--- config.mk ---
export PLATFORM = sky130hd
export DESIGN_NAME = mem_arbiter
export DESIGN_NICKNAME = d
export VERILOG_FILES = /design/src/rtl/mem_arb_pkg.sv /design/src/rtl/mem_arb_grant_sel.sv /design/src/rtl/mem_arbiter.sv
export SDC_FILE = /design/constraint.sdc
export NUM_CORES = 1
export LEC_CHECK = 0
export ABC_AREA = 1
export CAP_MARGIN = 20
export CORE_AREA = 2 2 289 291
export CTS_CLUSTER_DIAMETER = 200
export DETAILED_ROUTE_END_ITERATION = 7
export DIE_AREA = 0 0 291 293
export GPL_TIMING_DRIVEN = 1
export PLACE_DENSITY = 0.48
export SYNTH_ARGS = -nofsm -noshare
export SYNTH_HDL_FRONTEND = slang
export SYNTH_SLANG_ARGS = --single-unit
--- constraint.sdc ---
create_clock -name CLK -period 3.9 [get_ports CLK]
set_clock_uncertainty 0.1 [all_clocks]
set_input_delay 0.975 -clock CLK [delete_from_list [all_inputs] [get_ports CLK]]
set_output_delay 0.975 -clock CLK [all_outputs]
set_load 0.005 [all_outputs]
--- src/rtl/mem_arb_pkg.sv ---
// Shared definitions for the two-cache main-memory arbiter: state codes,
// default widths and the grant-counter width.
package mem_arb_pkg;

    localparam int ADDR_W_DEF = 28;
    localparam int DATA_W_DEF = 128;
    localparam int CNT_W      = 8;

    localparam logic [2:0] ST_IDLE    = 3'd0;
    localparam logic [2:0] ST_GRANT_I = 3'd1;
    localparam logic [2:0] ST_GRANT_D = 3'd2;
    localparam logic [2:0] ST_DONE_I  = 3'd3;
    localparam logic [2:0] ST_DONE_D  = 3'd4;

endpackage

--- src/rtl/mem_arb_grant_sel.sv ---
// Combinational winner pick between instruction and data cache requests.
// ARB_ROUND_ROBIN_EN selects alternating priority instead of fixed D priority.
module mem_arb_grant_sel (
    input  logic i_req,
    input  logic d_req,
`ifdef ARB_ROUND_ROBIN_EN
    input  logic last_grant,
`endif
    output logic grant_i,
    output logic grant_d
);

`ifdef ARB_ROUND_ROBIN_EN
    // last_grant=1 means D won last time, so I takes a tie
    assign grant_d = d_req & (~i_req | ~last_grant);
`else
    assign grant_d = d_req;
`endif
    assign grant_i = i_req & ~grant_d;

endmodule

--- src/rtl/mem_arbiter.sv ---
// Serializes I-cache and D-cache block transfers onto one main-memory port.
// Optional macro ARB_ROUND_ROBIN_EN enables alternating priority on ties.
module mem_arbiter
    import mem_arb_pkg::*;
#(
    parameter int ADDR_W  = ADDR_W_DEF,
    parameter int DATA_W  = DATA_W_DEF,
    parameter int MIN_LAT = 1
) (
    input  logic              CLK,
    input  logic              RESET,
    input  logic              I_MEM_READ,
    input  logic [ADDR_W-1:0] I_MEM_ADDR,
    output logic [DATA_W-1:0] I_MEM_READDATA,
    output logic              I_MEM_BUSYWAIT,
    input  logic              D_MEM_READ,
    input  logic              D_MEM_WRITE,
    input  logic [ADDR_W-1:0] D_MEM_ADDR,
    input  logic [DATA_W-1:0] D_MEM_WRITEDATA,
    output logic [DATA_W-1:0] D_MEM_READDATA,
    output logic              D_MEM_BUSYWAIT,
    output logic              MEM_READ,
    output logic              MEM_WRITE,
    output logic [ADDR_W-1:0] MEM_ADDR,
    output logic [DATA_W-1:0] MEM_WRITEDATA,
    input  logic [DATA_W-1:0] MEM_READDATA,
    input  logic              MEM_BUSYWAIT
);

    localparam logic [CNT_W-1:0] MIN_LAT_C = CNT_W'(MIN_LAT);

    logic [2:0]       state;
    logic [CNT_W-1:0] cnt;
    logic             i_req, d_req;
    logic             grant_i, grant_d;
    logic             done;

    assign i_req = I_MEM_READ;
    assign d_req = D_MEM_READ | D_MEM_WRITE;
    assign done  = ~MEM_BUSYWAIT & (cnt >= MIN_LAT_C);

    assign I_MEM_BUSYWAIT = i_req & (state != ST_DONE_I);
    assign D_MEM_BUSYWAIT = d_req & (state != ST_DONE_D);

`ifdef ARB_ROUND_ROBIN_EN
    logic last_grant;

    always_ff @(posedge CLK or negedge RESET) begin
        if (!RESET)
            last_grant <= 1'b0;
        else if (state == ST_IDLE && (grant_i || grant_d))
            last_grant <= grant_d;
    end

    mem_arb_grant_sel u_sel (
        .i_req      (i_req),
        .d_req      (d_req),
        .last_grant (last_grant),
        .grant_i    (grant_i),
        .grant_d    (grant_d)
    );
`else
    mem_arb_grant_sel u_sel (
        .i_req   (i_req),
        .d_req   (d_req),
        .grant_i (grant_i),
        .grant_d (grant_d)
    );
`endif

    always_ff @(posedge CLK or negedge RESET) begin
        if (!RESET) begin
            state          <= ST_IDLE;
            cnt            <= '0;
            MEM_READ       <= 1'b0;
            MEM_WRITE      <= 1'b0;
            MEM_ADDR       <= '0;
            MEM_WRITEDATA  <= '0;
            I_MEM_READDATA <= '0;
            D_MEM_READDATA <= '0;
        end else begin
            case (state)
                ST_IDLE: begin
                    cnt <= '0;
                    if (grant_d) begin
                        // a simultaneous read+write request performs only the write
                        state         <= ST_GRANT_D;
                        MEM_ADDR      <= D_MEM_ADDR;
                        MEM_WRITEDATA <= D_MEM_WRITEDATA;
                        MEM_WRITE     <= D_MEM_WRITE;
                        MEM_READ      <= ~D_MEM_WRITE;
                    end else if (grant_i) begin
                        state     <= ST_GRANT_I;
                        MEM_ADDR  <= I_MEM_ADDR;
                        MEM_WRITE <= 1'b0;
                        MEM_READ  <= 1'b1;
                    end
                end
                ST_GRANT_I, ST_GRANT_D: begin
                    if (done) begin
                        if (MEM_READ) begin
                            if (state == ST_GRANT_I) I_MEM_READDATA <= MEM_READDATA;
                            else                     D_MEM_READDATA <= MEM_READDATA;
                        end
                        MEM_READ  <= 1'b0;
                        MEM_WRITE <= 1'b0;
                        state     <= (state == ST_GRANT_I) ? ST_DONE_I : ST_DONE_D;
                    end else if (cnt != {CNT_W{1'b1}}) begin
                        cnt <= cnt + 1'b1;
                    end
                end
                ST_DONE_I, ST_DONE_D: state <= ST_IDLE;
                default:              state <= ST_IDLE;
            endcase
        end
    end

endmodule
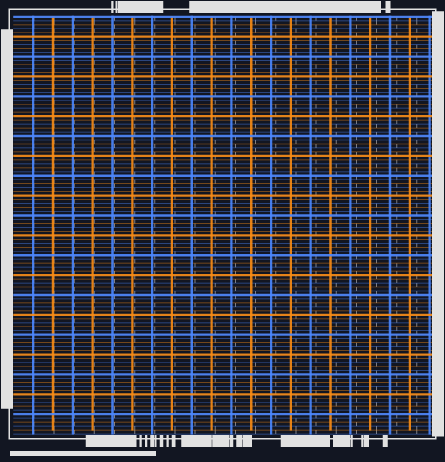
(PDN straps and rails)
Scale bar: 100 um. Pins as bars on the die edge. Tap cells in grey.
- VSS: blue
- VDD: orange
- signal pins: 734
- tap cells: 1070
- met5 straps: 21
- met4 straps: 21
Core Region: 81850 um^2
maximum VDD drop: 0.3023 mV
chip height: 293 um

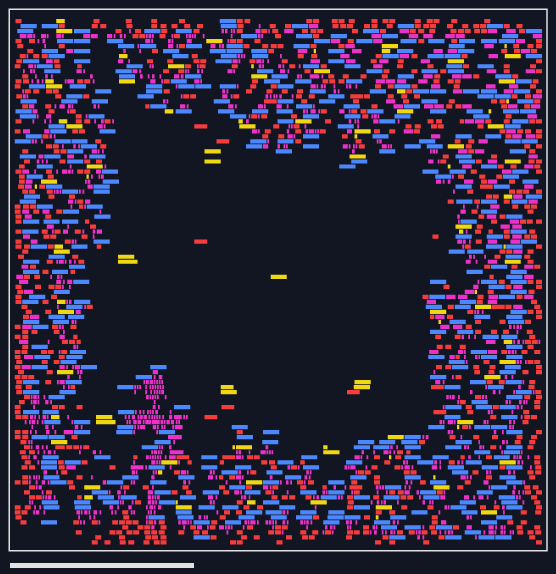
(cells coloured by class)
Scale bar: 100 um.
- remaining buffers and delay cells: red (cells 772; share of their area 30%)
- clock drivers and dummy loads: yellow (cells 92; share of their area 6.5%)
- sequential cells: blue (cells 425; share of their area 41%)
- combinational and other logic: magenta (cells 1005; share of their area 23%)
row cnt: 105
Final Cell Area: 27560 um^2
flop share of the area: 38.59%
post-layout util: 33.67%

==> flow_metrics.py <==
# Flow results
metrics = {
    "power_and_ir_drop": {
        "p_leak_nw": 12.48,
        "powerDensity_nw_per_um2": 738.9,
        "totalPowerFinal_mw": 20.36,
    },
    "finish": {
        "nFillCells": 8276,
        "final_cell_mix": "clkdlybuf4s50_1, dfrtp_1, nand2_1",
        "drive_above_1_share_pct": 15.74,
        "diodes": 0,
        "syn_to_final_growth_pct": 58.71,
        "lay_top_count": "clkdlybuf4s50_1",
        "layout.cells.non_filler": 3364,
        "final_nets": 2576,
    },
    "run": {
        "maxCapViolations": 0,
        "warnings": 30,
    },
    "synthesis": {
        "postSynthCellCount": 1513,
        "enable_flop_cells": 0,
        "synthArstFlopShare_pct": 100.0,
        "netlist_area_um2": 17360,
        "top_area_share_pct": 61.25,
        "yosysTopAreaCell": "dfrtp_1",
        "synth_nets": 1834,
        "ys_cells": 1513,
        "yosys-stat-area_um2": 17360,
        "ys_seq_share_pct": 61.25,
        "synth_flops": 425,
        "area_leaders": "dfrtp_1, mux2_4, nand2_1",
    },
    "critical_path": {
        "worst_setup_path_endpoint": "I_MEM_BUSYWAIT",
        "crit_start": "I_MEM_READ",
        "end_kind": "primary output",
        "cpPeakStageDelay_ns": 0.53,
        "reg2reg_to": "D_MEM_READDATA[16]$_DFFE_PN0P_",
        "path_max_fanout": 2,
        "slowest_stage": "clkdlybuf4s50_1",
        "ff2ff_setup_slack_ns": 1.60,
        "cp.required_ns": 2.82,
        "reg2reg_from": "cnt[0]$_DFFE_PN0P_",
        "startpoint_type": "input pin",
        "critPathKind": "in2out",
        "crit_chain": "clkdlybuf4s50_1 -> inv_1 -> a31oi_1 -> clkdlybuf4s50_1",
        "path_common_cell": "clkdlybuf4s50_1",
    },
    "final_timing": {
        "layout_min_cycle_time_ns": 3.344,
        "tightest_slew_ns": 0.8434,
        "timing_max_transition_violations_final": 0,
        "timing.final.hold_violations": 0,
        "relSlewSlack_pct": 43.69,
        "setup_violations": 0,
    },
    "detailed_routing": {
        "wire_per_inst_um": 17.72,
        "detail_route.drc_violations": 0,
        "vias": 13400,
        "drt_wl_total_mm": 59.62,
        "drt-pass1-iter-count": 5,
        "drtIter0Drc": 466,
    },
    "global_route": {
        "grt_overflow": 0,
        "antenna_found_initial": 1,
        "first_global_vias": 14390,
        "grt_max_degree": 104,
        "groute.usage.overall_pct": 13.67,
        "grt_pass1_wl_mm": 90.82,
    },
    "cts": {
        "holdBufCountCts": 0,
        "cts.clk_slew.worst_paths_ns": 0.06,
        "clk_path_buf_depth": 3,
        "htree_num_levels": 2,
        "numCtsBuffers": 51,
        "cts.sinks": 425,
        "cts_resized": 0,
        "cts_root_buffer": "clkbuf_16",
        "cts_setup_buffers": 0,
        "cts_tree": "built",
        "clk_latency_ns": 0.59,
    },
    "die": {
        "fp_util_pct": 21.22,
        "fp.dieW_um": 291,
        "chipArea_um2": 85260,
        "io_pins": 734,
    },
    "placement": {
        "io_buffer_count": 733,
        "gp_congestion": 0.8038,
        "placed_cells_incl_taps": 3272,
    },
    "run_status": {
        "outcome": "finished clean",
    },
    "min_path": {
        "hold_path.class": "in2async",
    },
}
[cell usage after synthesis, drive strengths merged (2+ instances only)]
cell,count
nand3,9
mux2,128
a31oi,29
a21oi,2
nor2,43
nand2,367
dfrtp,425
o21ai,259
clkbuf,7
buf,76
ha,3
inv,150
nand4,11
[flip-flops by register name, indices dropped and copies added (netlist names)]
name and count:
state 3, D_MEM_READDATA 128, cnt 8, MEM_ADDR 28
MEM_WRITE 1, I_MEM_READDATA 128, MEM_WRITEDATA 128, MEM_READ 1
[routing by layer]
| metal | part of all wire (%) | global-route usage [%] | vias up |
|---|---|---|---|
| li1 | - | - | 6377 |
| met1 | 39 | 15.27 | 6395 |
| met2 | 50 | 24.55 | 549 |
| met3 | 8.5 | 4.909 | 77 |
| met4 | 2.2 | 3.589 | 0 |
| met5 | 0 | 0 | - |
[worst min-delay path by stage]
stage                                      to                      startpoint  depth (start not counted)
6_report       MEM_WRITEDATA[122]$_DFFE_PN0P_                           RESET                          1
5_1_grt        MEM_WRITEDATA[122]$_DFFE_PN0P_                           RESET                          1
4_1_cts                    cnt[5]$_DFFE_PN0P_                           RESET                          1
3_5_place_dp   D_MEM_READDATA[23]$_DFFE_PN0P_  D_MEM_READDATA[23]$_DFFE_PN0P_                          2
3_3_place_gp   D_MEM_READDATA[11]$_DFFE_PN0P_  D_MEM_READDATA[11]$_DFFE_PN0P_                          2
2_1_floorplan   D_MEM_READDATA[0]$_DFFE_PN0P_   D_MEM_READDATA[0]$_DFFE_PN0P_                          2
[through the flow]
stage | worst slack (ns) | instance area (um^2) | hold WS [ns]
2_1_floorplan | 1.349 | 17360 | 0.3760
3_3_place_gp | 0.4110 | 25850 | 0.3648
3_5_place_dp | 0.3460 | 25850 | 0.3672
4_1_cts | 0.5495 | 27560 | 0.3120
5_1_grt | 0.5198 | 27560 | 0.3408
6_report | 0.5564 | 27560 | 0.3259
[logic make-up after synthesis]
kind of cell               after synthesis  synth area share (%)
and+or+nand+nor                        431                 9.879
DFF                                    425                 61.25
AOI/OAI and AO/OA                      291                 10.70
buffers and inverters                  233                 7.199
muxes                                  128                 10.66
adders and majority gates                3                0.2162
xor gates and xnor gates                 2                0.1009
[worst max-delay path, delay by kind of cell]
kind	cells	cell delay, ns
buf+inv	3	1.12
compound gates	1	0.17
[power by group]
group | internal (mW) | switching [mW] | total [mW]
combinational | 5.13 | 3.10 | 8.23
sequential | 6.21 | 1.10 | 7.32
clock | 2.88 | 1.94 | 4.82
[final cells by class]
type                            instances  area (um^2)  share of cell area [%]
Sequential cell                       425        10640                   38.59
Timing Repair Buffer                  772         7823                   28.38
Multi-Input combinational cell        855         5493                   19.93
Clock buffer                           77         1556                   5.648
Tap cell                             1070         1339                   4.858
Inverter                              150        563.0                   2.043
Clock inverter                         15        150.1                  0.5448
